Figure 1. Metal 1 (run 1).
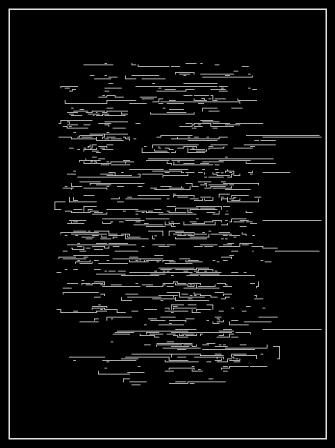
Figure 2. The metal 2 layer (run 1).
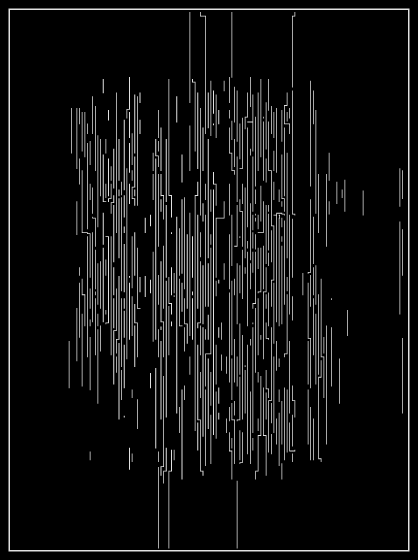
Figure 3. Met3 routing (run 1).
Scale bar: 20 µm.
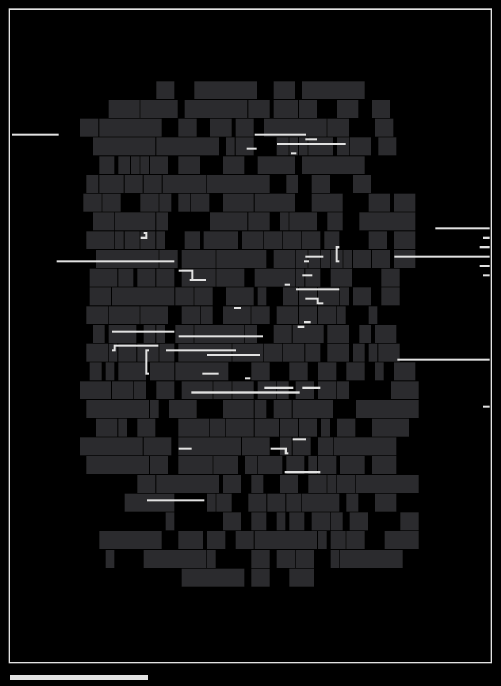
Figure 4. Signal wires on met4 (run 1).
Scale bar: 20 µm.
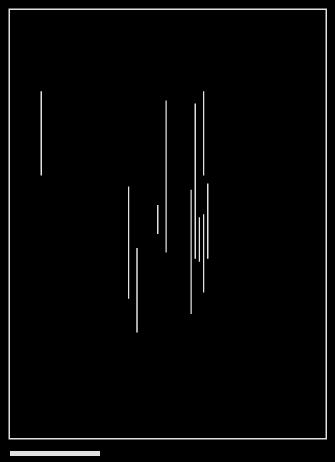
==> config.mk <==
export PLATFORM = sky130hd
export DESIGN_NAME = reset_seq_ctrl
export DESIGN_NICKNAME = d
export VERILOG_FILES = /design/src/rtl/rst_pkg.sv /design/src/rtl/rst_sync_2ff.sv /design/src/rtl/reset_seq_ctrl.sv
export SDC_FILE = /design/constraint.sdc
export NUM_CORES = 1
export LEC_CHECK = 0
export ABC_CLOCK_PERIOD_IN_PS = 1700
export CORE_ASPECT_RATIO = 1.5
export CORE_MARGIN = 10
export CORE_UTILIZATION = 45
export CTS_CLUSTER_DIAMETER = 200
export CTS_CLUSTER_SIZE = 28
export DETAILED_ROUTE_END_ITERATION = 7
export PLACE_DENSITY = 0.65
export SLEW_MARGIN = 5
export SYNTH_ARGS = -nofsm -noshare
export SYNTH_HDL_FRONTEND = slang
export SYNTH_HIERARCHICAL = 1
export SYNTH_SLANG_ARGS = --single-unit
==> constraint.sdc <==
create_clock -name clk -period 1.7 [get_ports clk]
set_clock_uncertainty 0.15 [all_clocks]
set_input_delay 0.34 -clock clk [delete_from_list [all_inputs] [get_ports clk]]
set_output_delay 0.34 -clock clk [all_outputs]
set_load 0.02 [all_outputs]
==> src/rtl/rst_pkg.sv <==
// Shared types and constants for the reset sequencer.
// Latency: n/a (declarations only).
// Backpressure: n/a.
package rst_pkg;

  // Sequencer states
  typedef enum logic [2:0] {
    ST_HOLD   = 3'd0,
    ST_WAIT   = 3'd1,
    ST_DONE   = 3'd2,
    ST_ERROR  = 3'd3,
    ST_UNWIND = 3'd4
  } seq_state_t;

  // err_dom is wide enough to name any of up to 8 domains
  localparam int ERR_DOM_W = 3;

  // Counter width covering the longer of the hold and timeout windows
  function automatic int cnt_width(input int hold_cyc, input int tmo_cyc);
    int m;
    m = (hold_cyc > tmo_cyc) ? hold_cyc : tmo_cyc;
    return (m > 1) ? $clog2(m) : 1;
  endfunction

endpackage

==> src/rtl/rst_sync_2ff.sv <==
// Reset synchronizer: asserts asynchronously, releases on the second clk rise.
// Latency: two clk edges from rstn release to srstn release.
// Backpressure: none.
module rst_sync_2ff (
  input  logic clk,
  input  logic rstn,
  output logic srstn
);

  logic meta;

  // Shift a constant 1 through two flops once the external reset lets go
  always_ff @(posedge clk or negedge rstn) begin
    if (!rstn) begin
      meta  <= 1'b0;
      srstn <= 1'b0;
    end else begin
      meta  <= 1'b1;
      srstn <= meta;
    end
  end

endmodule

==> src/rtl/reset_seq_ctrl.sv <==
// Releases NUM_DOM reset domains in order, waiting for each domain's ready.
// Latency: 18 edges to first release, then HOLD_CYC+1 per ready domain.
// Backpressure: none; a missing ready times out into ERROR until sw_rst_req.
module reset_seq_ctrl
  import rst_pkg::*;
#(
  parameter int NUM_DOM  = 4,
  parameter int HOLD_CYC = 16,
  parameter int TMO_CYC  = 255
) (
  input  logic                 clk,
  input  logic                 rstn,
  input  logic                 sw_rst_req,
  input  logic [NUM_DOM-1:0]   dom_rdy,
  output logic [NUM_DOM-1:0]   dom_rstn,
  output logic                 seq_done,
  output logic                 err,
  output logic [ERR_DOM_W-1:0] err_dom
);

  localparam int CNT_W = cnt_width(HOLD_CYC, TMO_CYC);
  localparam int IDX_W = (NUM_DOM > 1) ? $clog2(NUM_DOM) : 1;

  localparam logic [CNT_W-1:0] HOLD_LAST = CNT_W'(HOLD_CYC - 1);
  localparam logic [CNT_W-1:0] TMO_LAST  = CNT_W'(TMO_CYC - 1);
  localparam logic [IDX_W-1:0] IDX_LAST  = IDX_W'(NUM_DOM - 1);

  logic             srstn;
  logic             run;
  seq_state_t       state;
  logic [IDX_W-1:0] idx;
  logic [CNT_W-1:0] cnt;
  logic [CNT_W-1:0] cnt_sat;
  logic [IDX_W-1:0] drop_idx;

  rst_sync_2ff u_sync (
    .clk   (clk),
    .rstn  (rstn),
    .srstn (srstn)
  );

  // Counter increments but sticks at all-ones instead of wrapping
  assign cnt_sat = (cnt == {CNT_W{1'b1}}) ? cnt : cnt + CNT_W'(1);

  // Lowest-index domain whose ready has dropped
  always_comb begin
    drop_idx = '0;
    for (int j = NUM_DOM - 1; j >= 0; j--) begin
      if (!dom_rdy[j]) drop_idx = IDX_W'(j);
    end
  end

  // One settle cycle after internal reset release before the FSM starts counting
  always_ff @(posedge clk or negedge srstn) begin
    if (!srstn) run <= 1'b0;
    else        run <= 1'b1;
  end

  // Sequencer FSM with registered domain resets and status
  always_ff @(posedge clk or negedge srstn) begin
    if (!srstn) begin
      state    <= ST_HOLD;
      idx      <= '0;
      cnt      <= '0;
      dom_rstn <= '0;
      seq_done <= 1'b0;
      err      <= 1'b0;
      err_dom  <= '0;
    end else if (run) begin
      case (state)
        ST_HOLD: begin
          if (cnt == HOLD_LAST) begin
            dom_rstn[idx] <= 1'b1;
            cnt           <= '0;
            state         <= ST_WAIT;
          end else begin
            cnt <= cnt_sat;
          end
        end

        ST_WAIT: begin
          if (dom_rdy[idx]) begin
            cnt <= '0;
            if (idx == IDX_LAST) begin
              seq_done <= 1'b1;
              state    <= ST_DONE;
            end else begin
              idx   <= idx + IDX_W'(1);
              state <= ST_HOLD;
            end
          end else if (cnt == TMO_LAST) begin
            dom_rstn[idx] <= 1'b0;
            err           <= 1'b1;
            err_dom       <= ERR_DOM_W'(idx);
            state         <= ST_ERROR;
          end else begin
            cnt <= cnt_sat;
          end
        end

        ST_DONE: begin
          // A software request outranks a simultaneous ready drop
          if (sw_rst_req) begin
            seq_done <= 1'b0;
            idx      <= IDX_LAST;
            state    <= ST_UNWIND;
          end else if (!(&dom_rdy)) begin
            dom_rstn[drop_idx] <= 1'b0;
            seq_done           <= 1'b0;
            err                <= 1'b1;
            err_dom            <= ERR_DOM_W'(drop_idx);
            state              <= ST_ERROR;
          end
        end

        ST_ERROR: begin
          if (sw_rst_req) begin
            err   <= 1'b0;
            idx   <= IDX_LAST;
            state <= ST_UNWIND;
          end
        end

        ST_UNWIND: begin
          // Tear down from the highest domain so lower ones outlive higher ones
          dom_rstn[idx] <= 1'b0;
          if (idx == '0) begin
            cnt   <= '0;
            state <= ST_HOLD;
          end else begin
            idx <= idx - IDX_W'(1);
          end
        end

        default: begin
          idx   <= '0;
          cnt   <= '0;
          state <= ST_HOLD;
        end
      endcase
    end
  end

endmodule

==> results.tsv, run 1 <==
metric	value	unit
status	finished, violations left	
failing checks	negative setup slack	
Adder Area Share	0.0150	
total grt overflow	0	
Top non-seq family	AND-OR/OR-AND gates	
maximum clock rate	0.452	GHz
PD cells	1630	mW/mm²
worst endpoint required time	1.76	ns
crit-path cells	or3_4 -> or4_4 -> a211oi_4 -> buf_4 -> mux2i_1 -> and3_1	
Post-Synth XOR/XNOR Area	0.0105	
Vias/cell	5.99	
TritonCTS clock tree	built	
CTS resizes	38	
most numerous logic cell after layout	buf_4	
site row count	27	
H-Tree Depth	1	
Inverters	9	
FILL cells	289	
setup slack after layout	-0.512	ns
insertion delay to the later sink of the worst-skew pair	0.27	ns
crit path DAT	2.28	ns
layout cells sized above 1	0.461	
# clock sinks	24	
Final #Nets	277	
initial antenna violation count	0	
pre-CTS setup slack	-0.944	ns
leak pwr	0.00117	µW
tool warning count	30	
first-pass GRT wire length	9.15	mm
TritonRoute pass-1 iters	4	
Hold Fails Final Rpt	0	
vias in the first global route	2055	
Setup-failing EPs final	21	
multi-input logic area	0.00118	mm²
cycle use final	1.30	
About Figure 1:
share of all routed wire: 35%
nets with wire on the layer: 254

About Figure 2:
wire length on this layer: 3,210 µm
longest straight run: 42.8 µm
nets with wire on the layer: 259
main direction: vertical

About Figure 3:
main direction: horizontal
nets with wire on the layer: 32
longest straight run: 16.8 µm
share of all routed wire: 3.5%

About Figure 4:
main direction: vertical
wire length on this layer: 223 µm
share of all routed wire: 4.0%
nets with wire on the layer: 11
longest straight run: 34.0 µm

## run 1: sequential cells by signal, indices dropped and copies added (netlist names)
register	cells
dom_rstn	4
cnt	8
state	3
u_sync/srstn	1
u_sync/meta	1
err	1
idx	2
run	1
seq_done	1
err_dom	2
## run 1: final timing paths
check                                  startpoint                     end  slack (ns)  depth (start not counted)
min in group clk            u_sync/meta$_DFF_PN0_  u_sync/srstn$_DFF_PN0_        0.21                          0
min                                          rstn   u_sync/meta$_DFF_PN0_        0.07                          1
max in group asynchronous  u_sync/srstn$_DFF_PN0_      idx[1]$_DFFE_PN0P_        1.09                          1
min reg2reg                u_sync/srstn$_DFF_PN0_    state[0]$_DFFE_PN0P_        0.07                          1
max reg2reg                    cnt[5]$_DFFE_PN0P_    state[0]$_DFFE_PN0P_       -0.51                          6
max                            cnt[5]$_DFFE_PN0P_    state[0]$_DFFE_PN0P_       -0.51                          6
## run 1: Yosys cell counts, drive strengths merged, types with 2 or more instances
master / n / area (µm²)
a211oi: 4 / 47.5
a21oi: 15 / 75.1
a2bb2oi: 2 / 17.5
a31oi: 3 / 18.8
a41oi: 3 / 26.3
and3: 5 / 32.5
and4: 2 / 18.8
buf: 6 / 38.8
clkbuf: 5 / 18.8
conb: 3 / 11.3
dfrtp: 24 / 601
ha: 2 / 25.0
inv: 9 / 33.8
mux2i: 6 / 60.1
nand2: 12 / 45.0
nand2b: 4 / 25.0
nand3: 7 / 47.6
nand4: 3 / 18.8
nor2: 8 / 30.0
nor3: 5 / 25.0
nor3b: 3 / 22.5
nor4: 3 / 18.8
nor4b: 2 / 17.5
o211ai: 4 / 30.0
o21a: 3 / 22.5
o21ai: 12 / 60.1
o221ai: 2 / 23.8
o22ai: 3 / 18.8
o31ai: 5 / 37.5
or2: 3 / 18.8
or3b: 2 / 17.5
xnor2: 2 / 17.5
## run 1: metal layers
metal  up-vias  wire (µm)  track usage
li1        861          -            -
met1       915       1990        0.152
met2        60       3210        0.333
met3        22        197       0.0231
met4         0        223       0.0858
met5         -          0            0
## run 1: power by group through the flow
stage	combinational, µW	sequential, µW	clock [µW]
floorplan	1370	940	0
CTS	2840	889	403
finish	3010	892	397
detailed placement	2500	902	0
global placement	2440	887	0
global route	3220	915	429
## run 1: stage by stage
| step | utilization | instance area, µm² | setup TNS [ns] | total power (µW) | hold WS (ns) |
|---|---|---|---|---|---|
| after floorplan | - | 1760 | -5.23 | 2310 | -0.106 |
| after global placement | 0.640 | 2310 | -15.52 | 3330 | 0.0648 |
| after detailed placement | 0.640 | 2310 | -16.95 | 3400 | 0.0724 |
| after CTS | 0.710 | 2570 | -8.04 | 4130 | 0.0654 |
| after global routing | 0.729 | 2630 | -9.67 | 4560 | 0.0685 |
| final | 0.729 | 2630 | -8.05 | 4300 | 0.0680 |
## run 1: cells by family after synthesis
| kind of cell | count (synthesis) |
|---|---|
| mux | 8 |
| other cells | 3 |
| compound gates | 64 |
| xor+xnor | 2 |
| buf+inv | 20 |
| simple gates | 64 |
| flops | 24 |
| fa+ha+maj | 2 |
Figure 5. Routing congestion map (run 1).
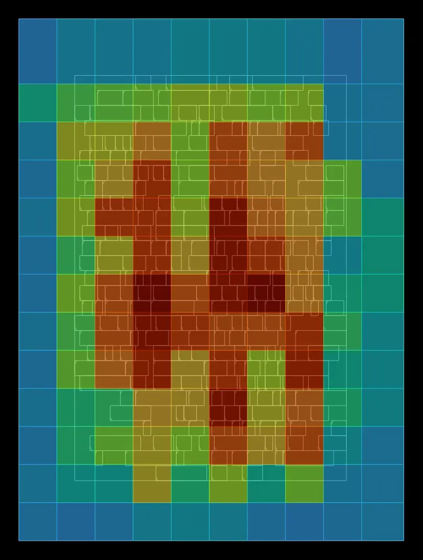

==> inputs of run 2 (changes only) <==
- PLACE_DENSITY: 0.65 -> 0.66
- SYNTH_HIERARCHICAL: 1 -> not set
Figure 6. Routing congestion map (run 2).
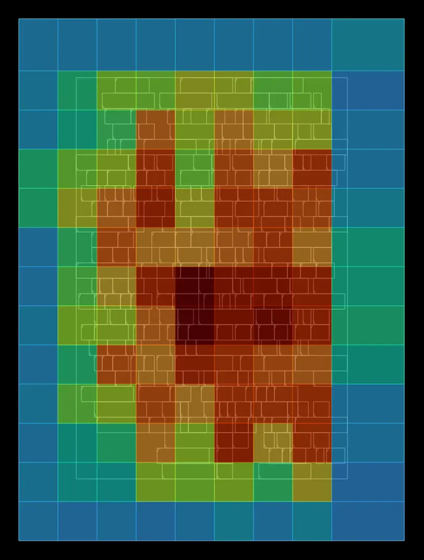
post-DR wirelength/cell: 19.1 µm
met1 Use GR: 0.167
Total GRT Usage: 0.174
grt met2 use: 0.325
Post-Route Utilization: 0.743

Figure 7. Signal wires on met4 (run 2).
Scale bar: 20 µm.
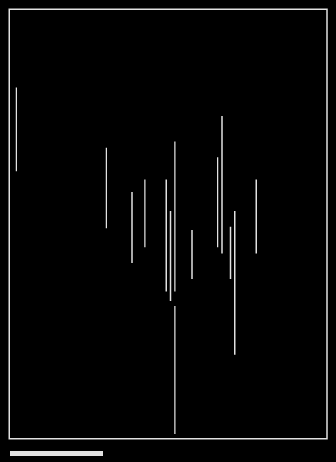
share of all routed wire: 4.9%
longest straight run: 32.0 µm
nets with wire on the layer: 14

==> run 2 against run 1 <==
The flow still finishes with violations (negative setup slack). Setup slack improved by 0.069 ns. Power down 1.4%. Combinational power shrank 6%. Register-to-register slack improved by 0.07 ns. Critical path type unchanged.
==> results.tsv, run 2 <==
metric	value	unit
Cell area leaders	dfrtp_1 39%, a21oi_1 4.5%, nor2_1 4.1%	
count leader, synth	dfrtp_1	
leak pwr	0.00117	µW
setup slack after layout	-0.442	ns
vias in the first global route	1886	
Top Usage Layer GRT	met2	
most numerous logic cell after layout	buf_4	
first-pass GRT wire length	8.69	mm
site row count	26	
worst endpoint required time	1.72	ns
via count	1771	
crit-path cells	mux4_2 -> o311ai_4 -> o211a_4 -> nand3_4 -> mux2_4	
Register-to-Register Path Depth	5	
crit path DAT	2.16	ns
Setup-failing EPs final	20	
max reg flops	8	
TritonCTS clock tree	built	
Top cell area share	0.386	
status	finished, violations left	
cycle use final	1.26	
layout cells sized above 1	0.453	
failing checks	negative setup slack	
final setup TNS	-6.58	ns
Final #Nets	266	
hold slack	0.0670	ns
Hold Fails Final Rpt	0	
insertion delay to the later sink of the worst-skew pair	0.27	ns
Vias/cell	5.94	
Top reg by flops	cnt	
CP max stage delay	0.59	ns
total grt overflow	0	
FILL cells	251	
# clock sinks	24	
leading area contributor after synthesis	dfrtp_1	
Commonest cells post-synth	24 x dfrtp_1, 17 x nor2_1, 14 x a21oi_1	
tool warning count	30	
TritonRoute pass-1 iters	4	
Top Registers	cnt (8), dom_rstn (4), state (3)	
Max-cap violations	0	
PD cells	1680	mW/mm²
maximum clock rate	0.467	GHz
met3 Use GR	0.0231	
initial antenna violation count	0	
H-Tree Depth	1	
Clock transition at path regs	0.09	ns
synthesized area per cell	9.09	µm²
-- run 2: cell count changes after synthesis, sizes merged, moves of 3 or more --
cell	delta
nor4	-3
o31ai	-5
mux2i	-4
nor2	+10
clkbuf	-3
o21ai	-6
o211ai	-3
and3	-4
nor3b	-3
o22a	+3
-- run 2: worst paths after layout --
kind                                         from                      to  slack, ns
min in group clk            u_sync.meta$_DFF_PN0_  u_sync.srstn$_DFF_PN0_       0.25
min reg2reg                u_sync.srstn$_DFF_PN0_  err_dom[0]$_DFFE_PN0P_       0.07
max reg2reg                    idx[0]$_DFFE_PN0P_  err_dom[0]$_DFFE_PN0P_      -0.44
max in group asynchronous  u_sync.srstn$_DFF_PN0_    state[1]$_DFFE_PN0P_       1.07
max                            idx[0]$_DFFE_PN0P_  err_dom[0]$_DFFE_PN0P_      -0.44
min                        u_sync.srstn$_DFF_PN0_  err_dom[0]$_DFFE_PN0P_       0.07
-- run 2: kinds of logic after synthesis --
family | Yosys count | share of synthesized area
compound gates | 61 | 0.299
simple gates | 60 | 0.196
flops | 24 | 0.386
buf+inv | 17 | 0.0547
mux | 4 | 0.0370
fa+ha+maj | 2 | 0.0161
other cells | 2 | 0.00483
xor+xnor | 1 | 0.00564
-- run 2: power breakdown --
part           switching (µW)  total [µW]  internal (µW)
logic                    1480        2820           1340
clock network             205         520            315
registers                 149         893            744
total                    1830        4230           2400
-- run 2: worst max-delay path: cells and delay by family (launching register included) --
kind            cells  cell delay, ns
flops               1            0.42
compound gates      2            0.50
simple gates        1            0.07
mux                 2            0.89
-- run 2: cell type report --
type | count | area, µm² | area share
tap | 42 | 52.6 | 0.0209
timing repair buffer | 87 | 703 | 0.280
inverter | 10 | 37.5 | 0.0149
sequential | 24 | 602 | 0.239
multi-input combinational | 131 | 1050 | 0.417
clock buffer | 3 | 41.3 | 0.0164
clock inverter | 1 | 30.0 | 0.0119
-- run 2: per-stage QoR --
step / power, µW / worst slack [ns] / cell area (µm²) / cells
5_1_grt: 4470 / -0.498 / 2510 / 298
3_5_place_dp: 3200 / -0.747 / 2200 / 285
4_1_cts: 3900 / -0.422 / 2380 / 294
3_3_place_gp: 3130 / -0.697 / 2200 / 285
2_1_floorplan: 2150 / -0.414 / 1580 / 172
6_report: 4230 / -0.442 / 2510 / 298
-- run 2: routing by layer --
metal | vias to the layer above | wire [µm]
met5 | - | 0
met4 | 0 | 281
met3 | 28 | 217
met2 | 71 | 3220
met1 | 863 | 1980
li1 | 809 | -
-- run 2: timing repair --
action	CTS	global route
setup endpoints to repair	28	21
setup buffers	5	5
pin swaps	15	10
hold buffers	0	0
gates resized	31	21
Power and IR drop assume default switching activity.
